$ cat config.mk
export PLATFORM = sky130hd
export DESIGN_NAME = mem_access_unit
export DESIGN_NICKNAME = d
export VERILOG_FILES = /design/src/rtl/mem_access_unit_pkg.sv /design/src/rtl/mem_access_unit_load_extract.sv /design/src/rtl/mem_access_unit_memory_helper.sv /design/src/rtl/mem_access_unit.sv
export SDC_FILE = /design/constraint.sdc
export NUM_CORES = 1
export LEC_CHECK = 0
export CAP_MARGIN = 20
export CORE_MARGIN = 1
export CORE_UTILIZATION = 41
export CTS_CLUSTER_DIAMETER = 50
export DETAILED_ROUTE_END_ITERATION = 7
export HOLD_SLACK_MARGIN = 0.03
export MAX_ROUTING_LAYER = met4
export PLACE_DENSITY = 0.77
export SYNTH_ARGS = -nofsm -noshare
export SYNTH_HDL_FRONTEND = slang
export SYNTH_SLANG_ARGS = --single-unit
$ cat constraint.sdc
create_clock -name clk -period 2.13 [get_ports clk]
set_input_delay 0.5325 -clock clk [delete_from_list [all_inputs] [get_ports clk]]
set_output_delay 0.5325 -clock clk [all_outputs]
set_load 0.03 [all_outputs]
$ cat src/rtl/mem_access_unit_pkg.sv
//------------------------------------------------------------------------------
// Module      : mem_access_unit_pkg
// Description : Shared mode constants, FSM state type and data-bus types.
// Revision    : 1.0 - initial release
//------------------------------------------------------------------------------
`default_nettype none

package mem_access_unit_pkg;

    localparam logic [3:0] MEM_LB   = 4'b0000;
    localparam logic [3:0] MEM_LH   = 4'b0001;
    localparam logic [3:0] MEM_LW   = 4'b0010;
    localparam logic [3:0] MEM_LD   = 4'b0011;
    localparam logic [3:0] MEM_LBU  = 4'b0100;
    localparam logic [3:0] MEM_LHU  = 4'b0101;
    localparam logic [3:0] MEM_LWU  = 4'b0110;
    localparam logic [3:0] MEM_NONE = 4'b0111;
    localparam logic [3:0] MEM_SB   = 4'b1000;
    localparam logic [3:0] MEM_SH   = 4'b1001;
    localparam logic [3:0] MEM_SW   = 4'b1010;
    localparam logic [3:0] MEM_SD   = 4'b1011;

    typedef enum logic [1:0] {
        IDLE = 2'd0,
        REQ  = 2'd1,
        WAIT = 2'd2,
        DONE = 2'd3
    } mau_state_t;

    typedef struct packed {
        logic        valid;
        logic [63:0] addr;
        logic [2:0]  size;
        logic [7:0]  strobe;
        logic [63:0] data;
    } dbus_req_t;

    typedef struct packed {
        logic        addr_ok;
        logic        data_ok;
        logic [63:0] data;
    } dbus_resp_t;

    function automatic logic mode_is_load(input logic [3:0] mode);
        return (mode[3] == 1'b0) && (mode[2:0] != 3'b111);
    endfunction

    function automatic logic mode_is_store(input logic [3:0] mode);
        return (mode[3:2] == 2'b10);
    endfunction

    // Natural alignment check; non-memory modes are never misaligned.
    function automatic logic addr_misaligned(input logic [2:0] offset, input logic [3:0] mode);
        logic r;
        case (mode[1:0])
            2'd1:    r = offset[0];
            2'd2:    r = |offset[1:0];
            2'd3:    r = |offset;
            default: r = 1'b0;
        endcase
        return r && (mode_is_load(mode) || mode_is_store(mode));
    endfunction

endpackage

`default_nettype wire

$ cat src/rtl/mem_access_unit_load_extract.sv
//------------------------------------------------------------------------------
// Module      : load_extract
// Description : Aligns raw bus data by byte offset and sign/zero-extends it.
// Revision    : 1.0 - initial release
//------------------------------------------------------------------------------
`default_nettype none

module load_extract (
    input  logic [2:0]  offset,
    input  logic [2:0]  mode,
    input  logic [63:0] raw,
    output logic [63:0] ext
);

    logic [63:0] w_shifted;
    logic        w_zero;

    assign w_shifted = raw >> {offset, 3'b000};
    assign w_zero    = mode[2];

    always_comb begin
        ext = w_shifted;
        case (mode[1:0])
            2'd0: ext = w_zero ? {56'd0, w_shifted[7:0]}  : {{56{w_shifted[7]}},  w_shifted[7:0]};
            2'd1: ext = w_zero ? {48'd0, w_shifted[15:0]} : {{48{w_shifted[15]}}, w_shifted[15:0]};
            2'd2: ext = w_zero ? {32'd0, w_shifted[31:0]} : {{32{w_shifted[31]}}, w_shifted[31:0]};
            default: ext = w_shifted;
        endcase
    end

endmodule

`default_nettype wire

$ cat src/rtl/mem_access_unit_memory_helper.sv
//------------------------------------------------------------------------------
// Module      : memoryHelper
// Description : Formats address/size/strobe/data for the data bus from a mode.
// Revision    : 1.0 - initial release
//------------------------------------------------------------------------------
`default_nettype none

module memoryHelper
    import mem_access_unit_pkg::*;
(
    input  logic [63:0] addr,
    input  logic [63:0] wdata,
    input  logic [3:0]  mode,
    output logic [63:0] req_addr,
    output logic [2:0]  req_size,
    output logic [7:0]  req_strobe,
    output logic [63:0] req_data,
    output logic        misaligned
);

    logic [7:0]  w_mask;
    logic [63:0] w_wmask;
    logic [5:0]  w_shift;

    always_comb begin
        w_mask  = 8'h00;
        w_wmask = 64'd0;
        case (mode[1:0])
            2'd0: begin w_mask = 8'h01; w_wmask = 64'h0000_0000_0000_00FF; end
            2'd1: begin w_mask = 8'h03; w_wmask = 64'h0000_0000_0000_FFFF; end
            2'd2: begin w_mask = 8'h0F; w_wmask = 64'h0000_0000_FFFF_FFFF; end
            default: begin w_mask = 8'hFF; w_wmask = 64'hFFFF_FFFF_FFFF_FFFF; end
        endcase
    end

    assign w_shift    = {addr[2:0], 3'b000};
    assign req_addr   = addr;
    assign req_size   = {1'b0, mode[1:0]};
    assign req_strobe = mode_is_store(mode) ? (w_mask << addr[2:0]) : 8'h00;
    assign req_data   = (wdata & w_wmask) << w_shift;
    assign misaligned = addr_misaligned(addr[2:0], mode);

endmodule

`default_nettype wire

$ cat src/rtl/mem_access_unit.sv
//------------------------------------------------------------------------------
// Module      : mem_access_unit
// Description : Memory-stage sequencer: issues one bus access, stalls until it
//               completes and returns the extended result or an exception.
// Revision    : 1.0 - initial release
//------------------------------------------------------------------------------
`default_nettype none

module mem_access_unit
    import mem_access_unit_pkg::*;
#(
    parameter int unsigned WAIT_LIMIT = 0
)(
    input  logic        clk,
    input  logic        reset,
    input  logic        in_valid,
    output logic        in_ready,
    input  logic [63:0] in_addr,
    input  logic [63:0] in_wdata,
    input  logic [3:0]  in_mode,
    output dbus_req_t   dreq,
    input  dbus_resp_t  dresp,
    output logic        out_valid,
    input  logic        out_ready,
    output logic [63:0] out_data,
    output logic        out_misaligned,
    output logic        out_bus_err
);

    localparam int unsigned         c_CNT_W = (WAIT_LIMIT > 0) ? $clog2(WAIT_LIMIT + 1) : 1;
    localparam logic [c_CNT_W-1:0] c_LIMIT = c_CNT_W'(WAIT_LIMIT);

    mau_state_t         r_state;
    mau_state_t         w_next_state;
    logic [63:0]        r_addr;
    logic [63:0]        r_wdata;
    logic [3:0]         r_mode;
    logic [63:0]        r_rdata;
    logic               r_bus_err;
    logic [c_CNT_W-1:0] r_cnt;
    logic [c_CNT_W-1:0] w_cnt_inc;

    logic               w_accept;
    logic               w_skip_bus;
    logic               w_timeout;
    logic [63:0]        w_req_addr;
    logic [2:0]         w_req_size;
    logic [7:0]         w_req_strobe;
    logic [63:0]        w_req_data;
    logic               w_misaligned;
    logic [63:0]        w_ext;

    memoryHelper u_helper (
        .addr       (r_addr),
        .wdata      (r_wdata),
        .mode       (r_mode),
        .req_addr   (w_req_addr),
        .req_size   (w_req_size),
        .req_strobe (w_req_strobe),
        .req_data   (w_req_data),
        .misaligned (w_misaligned)
    );

    load_extract u_extract (
        .offset (r_addr[2:0]),
        .mode   (r_mode[2:0]),
        .raw    (r_rdata),
        .ext    (w_ext)
    );

    assign w_accept   = in_valid && (r_state == IDLE);
    // The skip decision is made at accept time, so it looks at the incoming op.
    assign w_skip_bus = !(mode_is_load(in_mode) || mode_is_store(in_mode))
                        || addr_misaligned(in_addr[2:0], in_mode);
    assign w_cnt_inc  = r_cnt + c_CNT_W'(1);
    assign w_timeout  = (WAIT_LIMIT != 0) && (w_cnt_inc == c_LIMIT);

    always_ff @(posedge clk) begin
        if (reset) begin
            r_state <= IDLE;
        end else begin
            r_state <= w_next_state;
        end
    end

    always_comb begin
        w_next_state = r_state;
        case (r_state)
            IDLE: if (w_accept) w_next_state = w_skip_bus ? DONE : REQ;
            REQ: begin
                if (dresp.addr_ok && dresp.data_ok) w_next_state = DONE;
                else if (w_timeout)                 w_next_state = DONE;
                else if (dresp.addr_ok)             w_next_state = WAIT;
            end
            WAIT: if (dresp.data_ok || w_timeout) w_next_state = DONE;
            DONE: if (out_ready) w_next_state = IDLE;
            default: w_next_state = IDLE;
        endcase
    end

    always_ff @(posedge clk) begin
        if (reset) begin
            r_addr    <= 64'd0;
            r_wdata   <= 64'd0;
            r_mode    <= MEM_NONE;
            r_rdata   <= 64'd0;
            r_bus_err <= 1'b0;
            r_cnt     <= '0;
        end else begin
            if (w_accept) begin
                r_addr    <= in_addr;
                r_wdata   <= in_wdata;
                r_mode    <= in_mode;
                r_rdata   <= 64'd0;
                r_bus_err <= 1'b0;
                r_cnt     <= '0;
            end
            if (r_state == REQ) begin
                r_cnt <= w_cnt_inc;
                if (dresp.addr_ok && dresp.data_ok) r_rdata   <= dresp.data;
                else if (w_timeout)                 r_bus_err <= 1'b1;
            end
            if (r_state == WAIT) begin
                r_cnt <= w_cnt_inc;
                if (dresp.data_ok)  r_rdata   <= dresp.data;
                else if (w_timeout) r_bus_err <= 1'b1;
            end
        end
    end

    always_comb begin
        in_ready       = (r_state == IDLE);
        dreq.valid     = (r_state == REQ);
        dreq.addr      = w_req_addr;
        dreq.size      = w_req_size;
        dreq.strobe    = w_req_strobe;
        dreq.data      = w_req_data;
        out_valid      = (r_state == DONE);
        out_misaligned = (r_state == DONE) && w_misaligned;
        out_bus_err    = (r_state == DONE) && r_bus_err;
        out_data       = 64'd0;
        if ((r_state == DONE) && mode_is_load(r_mode) && !w_misaligned && !r_bus_err) begin
            out_data = w_ext;
        end
    end

endmodule

`default_nettype wire

==> reports/metrics.csv <==
stage,metric,value,unit
run_status,failed_checks,setup timing,
global_routing,grt_pass1_vias,13557,
synthesis,top_area_frac,0.346,
floorplan,io_pins,410,
synthesis,synth_warnings,0,
final_timing,fin_crit_sh,1.46,
clocking,cts_tree,done,
floorplan,die_x,169,um
critical_path,r2r-start,r_state[1],
synthesis,synth_flops,198,
synthesis,yosys-top-cells-count,"nand2_1 (399), a21oi_1 (283), dfxtp_1 (198)",
finish,syn_to_final_growth,87.5,%
power,netSwitchingFraction,0.452,
synthesis,yosys.area.top_type,dfxtp_1,
power,total_power,20.0,mW
run_status,status,"complete, but fails checks",
synthesis,synth_seq_share,0.346,
critical_path,rr_worst_depth,8,
synthesis,ys_area,11500,um2
final_timing,final-setup-viol-count,137,
worst_hold_path,hold_path_class,reg2reg,
route,first_pass_iters,7,
final_timing,fin_ws,-0.973,ns
synthesis,ff_type,dfxtp_1,
floorplan,initCoreUtil,0.421,
place,place_inst,2401,
clocking,clk_pin_slew,0.08,ns
critical_path,cp-startpoint,r_addr[1],
clocking,clock_latency,0.44,ns
synthesis,yosysMostFrequentCell,nand2_1,
route,wl_per_cell,22.2,um
power,internal_power,10.9,mW
clocking,cts_setup_buffers,40,
critical_path,rrSetupSlack,0.24,ns
clocking,ctsHtreeMaxLevel,4,
final_timing,maxSlewViolCount,0,
finish,finalNetCount,2317,
clocking,cts_hold_buf,0,
power,power.switching,9.02,mW
synthesis,synth_cells,1571,
synthesis,netlist_area,11500,um2
synthesis,edf_count,0,
clocking,clock_sinks,198,
final_timing,rsz0062_at_grt,yes,
final_timing,worst_pin_slew,0.532,ns
[layout by cell type (no fill, tap or decap), drive strengths merged, types with 3 or more instances in the layout]
cell / netlist / layout
ha: 5 / 5
nand3: 71 / 71
nor3: 14 / 14
a21oi: 313 / 313
buf: 50 / 410
nand2: 399 / 399
clkinv: 1 / 6
a2bb2oi: 17 / 17
nand3b: 3 / 3
mux4: 14 / 14
and2: 27 / 27
nor2b: 10 / 10
clkdlybuf4s50: 0 / 261
inv: 6 / 14
o21a: 20 / 20
mux2i: 53 / 53
a221oi: 12 / 12
a31oi: 8 / 8
o21ai: 29 / 29
diode: 0 / 5
a22oi: 10 / 10
mux2: 48 / 48
dfxtp: 198 / 198
a21o: 5 / 5
clkbuf: 105 / 21
o22ai: 33 / 33
nor2: 95 / 95
a211oi: 8 / 8
[area by class of cell]
class	count	area (um2)	area share
Sequential cell	198	3980	0.185
Inverter	7	27.5	0.00128
Antenna cell	5	12.5	0.000583
Timing Repair Buffer	674	7360	0.343
Clock inverter	14	174	0.00810
Tap cell	372	465	0.0217
Multi-Input combinational cell	1212	9020	0.420
Clock buffer	18	429	0.0200
[stage by stage]
stage / hold WS [ns] / util / area [um2] / setup slack [ns] / TNS [ns]
5_1_grt: 0.476 / 0.790 / 21500 / -1.02 / -110.56
6_report: 0.455 / 0.790 / 21500 / -0.973 / -103.06
3_5_place_dp: 0.447 / 0.680 / 18500 / -0.650 / -47.04
2_1_floorplan: 0.434 / - / 12800 / -0.436 / -25.34
3_3_place_gp: 0.440 / 0.680 / 18500 / -0.618 / -41.70
4_1_cts: 0.458 / 0.760 / 20700 / -0.916 / -98.97
[worst max-delay path: stages, from the launching register on]
cell and delay [ns]:
dfxtp_4 0.44, mux2_4 0.33, or3_4 0.39, nand4_4 0.13, a2bb2oi_4 0.31, buf_12 0.17, buf_16 0.14, a21oi_4 0.07
buf_12 0.14
[registers in the layout, summed over array words and instances, names as in the netlist]
signal	cells
r_rdata	64
r_addr	64
r_wdata	64
r_mode	4
r_state	2
[per-layer routing]
metal	GRT usage	share of wire	up-vias
li1	-	-	6511
met5	-	0	-
met4	0.160	0.048	0
met3	0.0709	0.10	202
met1	0.458	0.39	6973
met2	0.563	0.46	973
[power by group through the flow]
| stage | Sequential, mW | Combinational, mW | Clock, mW |
|---|---|---|---|
| global route | 4.96 | 12.1 | 3.59 |
| detailed placement | 4.88 | 9.67 | 0 |
| CTS | 4.82 | 10.7 | 3.43 |
| finish | 4.93 | 11.6 | 3.43 |
| global placement | 4.85 | 9.57 | 0 |
| floorplan | 5.12 | 5.37 | 0 |
[worst max-delay path by stage]
stage | cells past startpoint | to | slack [ns]
5_1_grt | 8 | out_data[58] | -1.02
3_3_place_gp | 7 | out_data[9] | -0.62
3_5_place_dp | 7 | out_data[9] | -0.65
6_report | 8 | out_data[58] | -0.97
2_1_floorplan | 8 | out_data[33] | -0.44
4_1_cts | 8 | out_data[32] | -0.92
[kinds of logic after synthesis]
kind of cell,synth area share
adder cells (fa/ha/maj),0.00546
multiplexers,0.121
AND-OR/OR-AND,0.237
AND/OR/NAND/NOR,0.228
buffers and inverters,0.0623
other,0.000327
flip-flops,0.346
**Local utilization**

17 x 17 tiles, from black (low) to pale yellow (high), 0 to 100% covered.
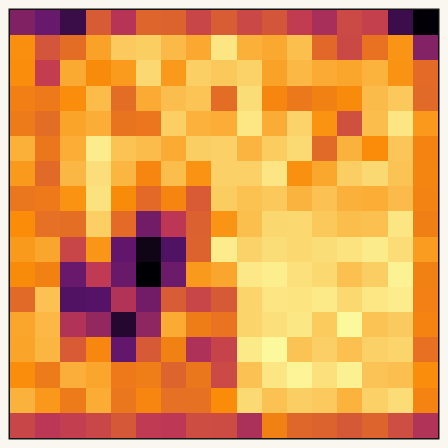
mean over tiles = 73%
nearly empty tiles = 0.70%
tiles over 75% full = 56%
fullest tile = 99%

**Gate families picked out**

Bar = 50 um.
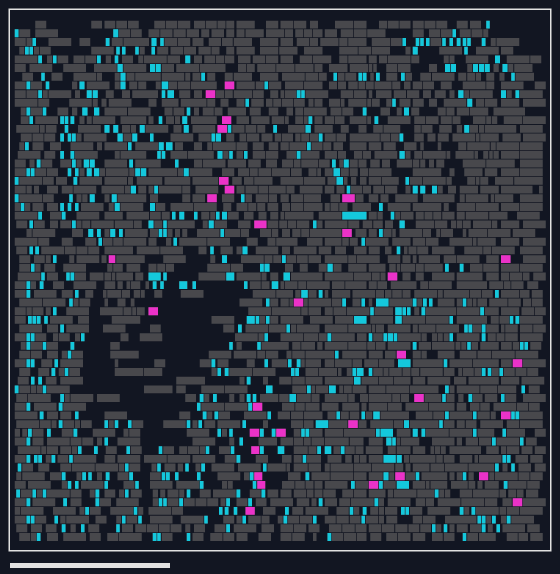
cyan -> NAND gates  # cells 476, where widely spread
magenta -> AND and OR gates  # cells 31

**Cell placement**

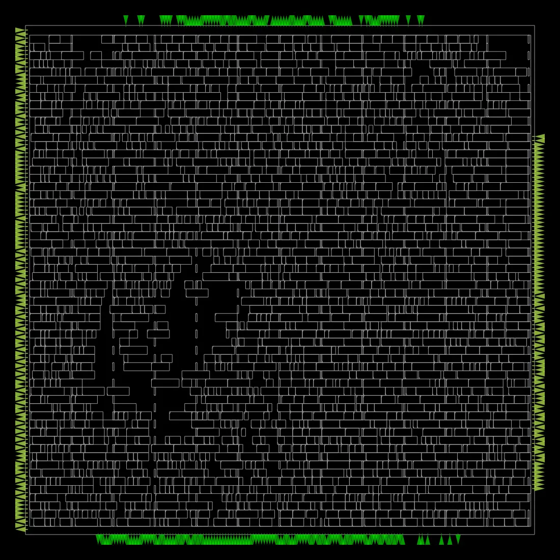
Seq area share: 0.185
Fillers: 1,723
core area: 27,200 um2
site row count: 60
final cell count without fillers: 2,500

Power is estimated from default activity; no workload was simulated.
